==> config.mk <==
export PLATFORM = sky130hd
export DESIGN_NAME = out_port_tx_flat
export DESIGN_NICKNAME = d
export VERILOG_FILES = /design/src/rtl/out_port_tx_if.sv /design/src/rtl/out_port_tx.sv /design/src/flat_wrapper.sv
export SDC_FILE = /design/constraint.sdc
export NUM_CORES = 1
export LEC_CHECK = 0
export ABC_AREA = 1
export CAP_MARGIN = 25
export CORE_MARGIN = 1.5
export CORE_UTILIZATION = 28
export CTS_BUF_LIST = sky130_fd_sc_hd__clkbuf_16
export DETAILED_ROUTE_END_ITERATION = 10
export HOLD_SLACK_MARGIN = 0.1
export PLACE_DENSITY = 0.44
export SLEW_MARGIN = 10
export SYNTH_ARGS = -nofsm -noshare
export SYNTH_HDL_FRONTEND = slang
export SYNTH_SLANG_ARGS = --single-unit
==> constraint.sdc <==
create_clock -name clock -period 7.6 [get_ports clock]
set_input_delay 0.76 -clock clock [delete_from_list [all_inputs] [get_ports clock]]
set_output_delay 0.76 -clock clock [all_outputs]
set_load 0.02 [all_outputs]
### Placement by cell class

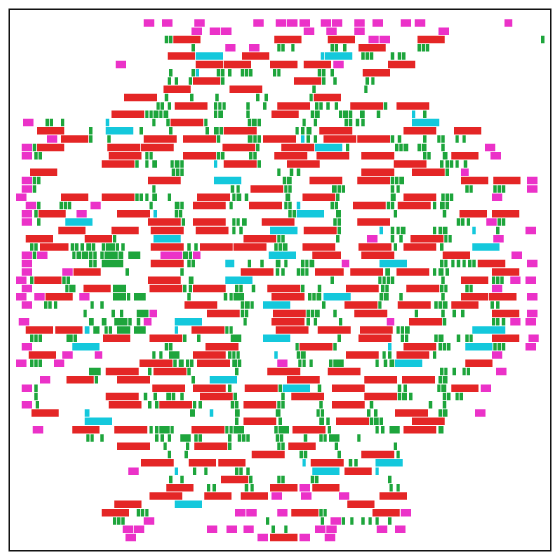
Magenta stands for remaining buffers and delay cells, cells 116, share of their area 11%. Cyan stands for clock drivers and dummy loads, cells 48, share of their area 7.7%. Red stands for sequential cells, cells 204, share of their area 56%. Green stands for remaining logic cells, cells 607, share of their area 25%.
final design utilization: 36.0%
Design Area, Final: 0.0107 mm²
flop share of the area: 53.7%
site row count: 63

### Routed metal per tile

Scale bar: 50 µm. The die is cut into 35 by 35 equal tiles; dark blue is low, red is high, scaled to the fullest tile. Values are wire area over tile area, all layers added.
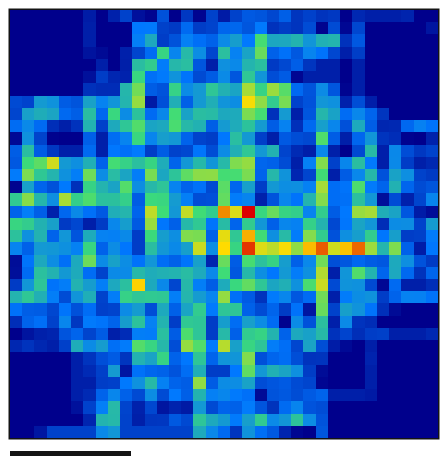
The emptiest ninth of the die: south-east. The mean over all tiles is 0.099. The densest ninth of the die: centre. 18% of the tiles are nearly empty. The fullest tile reaches 0.43. 7.7% of the tiles are over half the peak.
via count: 5525
DRT Wirelength: 19700 µm
total track usage: 12.9%
WL/cell: 14.4 µm

==> Slide: Implementation Results <==
Flow Results at a Glance

Synth
  • Synth area leader: edfxtp_1
  • Syn Nets: 889
  • Async set or reset register ratio after synthesis: roughly 37%
  • Seq/Total Area, Yosys: 67.8%
  • Post-Syn Area: about 0.0085 mm²
  • Area share, top type: 45.4%
  • Synth warn: 0
  • Yosys chip area: 0.00847 mm²
  • Syn avg cell area: around 10 µm²
  • Yosys Instances: around 850
  • #FFs+latches synth: 204
  • Post-synth EDFFs: between 100 and 150

Global routing
  • Vias in the first global route: approximately 5.5k
  • Largest net degree at the start of global routing: roughly 67
  • Initial antenna violation count: 0
  • GRT overflow: 0
  • First-pass GRT wire length: 31000 µm

Final layout
  • Top cells excl fill/tap: nand2_1 (367), edfxtp_1 (128), inv_1 (112), clkdlybuf4s50_1 (107), dfrtp_1 (73)
  • Nets: 998
  • Share of layout cells above drive strength 1: a little over a tenth
  • Cell Count, Final, Fillers Out: 1365
  • Number of flip-flops in the largest register: between 100 and 150
  • Fill cells: between 2k and 3k
  • Area Growth Syn to Fin: 26.4%

Worst hold path
  • Hold crit path type: input port to asynchronous set/reset pin

Power
  • Sw Ratio: approximately a third
  • Max VDD drop: 0.134 mV
  • Power per Cell Area: approximately 350 mW/mm²
  • Pint: 2500 µW
  • Seq pwr share: between 30% and 40%
  • Logic pwr share: approximately 31%
  • Static Leakage: 0.00493 µW

Clocking
  • CTS tree: built
  • Hold_buf cts: 0
  • Setup Fix Bufs, Post-CTS: 0
  • Num CTS Buffers: 26
  • Clk latency late pin: between 500 and 600 ps
  • Htree depth: 1
  • CTS root buffer: clkbuf_16
  • Clock-pin slew on the worst setup and hold paths: about 50 ps

Timing
  • Final Max Slew Viols: 0
  • Hold Violations, Final: 0
  • FMAX: between 0.2 and 0.3 GHz
  • Setup_tns: 0 ps
  • Min cycle time layout: around 3300 ps
  • Final WS setup: ~4300 ps
  • Relative slew slack: between 40% and 50%
  • Endpoints failing setup: 0
  • RSZ-0062 raised after global routing: no
  • Final Skew: 11.8 ps

Die
  • Chip Width: around 180 µm
  • Core region area: slightly below 0.03 mm²
  • Chip area: around 0.031 mm²
  • Fp util: ~29%
  • Die Height: around 180 µm
  • Ports: approximately 110

Detailed routing
  • DRC: 0
  • DRT Pass-1 Iters: 4
  • Vias per cell: around 4.0
  • Antenna viol nets, final: 0

Setup path
  • Reg2Reg Depth: 8
  • Startpoint class of the critical path: input port
  • Crit path kind: input port to flip-flop
  • Setup crit end kind: flip-flop
  • Critical Path AT: approximately 3800 ps

Run
  • Tool Warnings: 29
  • Max-capacitance violation count: 0

Placement
  • Worst slack at placement: ~3700 ps
  • Gpl congestion: between 0.6 and 0.7
  • Port Buffers: 108
  • DP Wirelength: 11300 µm

Status
  • Status: complete, no violations
per-stage QoR:
step	utilization (%)	total power, µW
6_report	36.0	3800
5_1_grt	36.0	4050
4_1_cts	36.0	3880
3_5_place_dp	33.4	2740
3_3_place_gp	33.3	2730
2_1_floorplan	-	2280
logic make-up after synthesis:
group | count (synthesis) | share of synthesized area [%]
compound gates | 4 | 0.251
xor+xnor | 1 | 0.103
fa+ha+maj | 6 | 0.975
buf+inv | 184 | 9.27
flops | 204 | 67.8
other cells | 1 | 0.0443
simple gates | 446 | 21.5
layout make-up:
class	instances	area [µm²]	share of cell area, %
Timing Repair Buffer	116	1150	10.8
Clock buffer	27	676	6.31
Sequential cell	204	5750	53.7
Tap cell	390	488	4.56
Clock inverter	21	113	1.05
Inverter	149	562	5.25
Multi-Input combinational cell	458	1970	18.4
synth_stat cells (3+ instances only):
master,instances
clkinv_1,3
buf_4,8
edfxtp_1,128
inv_1,102
nor2_1,8
nand3_2,10
buf_6,5
dfrtp_1,75
ha_1,5
inv_2,42
nand3_1,57
nand2_1,367
buf_2,17
power groups by stage:
stage,sequential [µW],clock (µW),combinational [µW]
final,1520,1120,1170
after detailed placement,1540,0,1200
after global placement,1540,0,1190
after floorplan,1640,0,634
after global routing,1540,1200,1310
after CTS,1520,1160,1200
critical path: stages:
cell and delay (ps):
clkdlybuf4s50_1 450, inv_1 40, nand2_1 80, nand2_2 490, inv_2 790, ha_1 330
fa_1 420, o21ai_1 180, nand2_1 100, a21oi_1 120
metal layers:
metal  wire length (µm)  vias up  global-route usage, %
met5                  0        -                      0
met1               9170     2569                   17.3
met3               1090       28                   2.36
met4                369        0                   3.71
met2               9020      113                   21.2
li1                   -     2815                      -
Power is estimated from default activity; no workload was simulated.
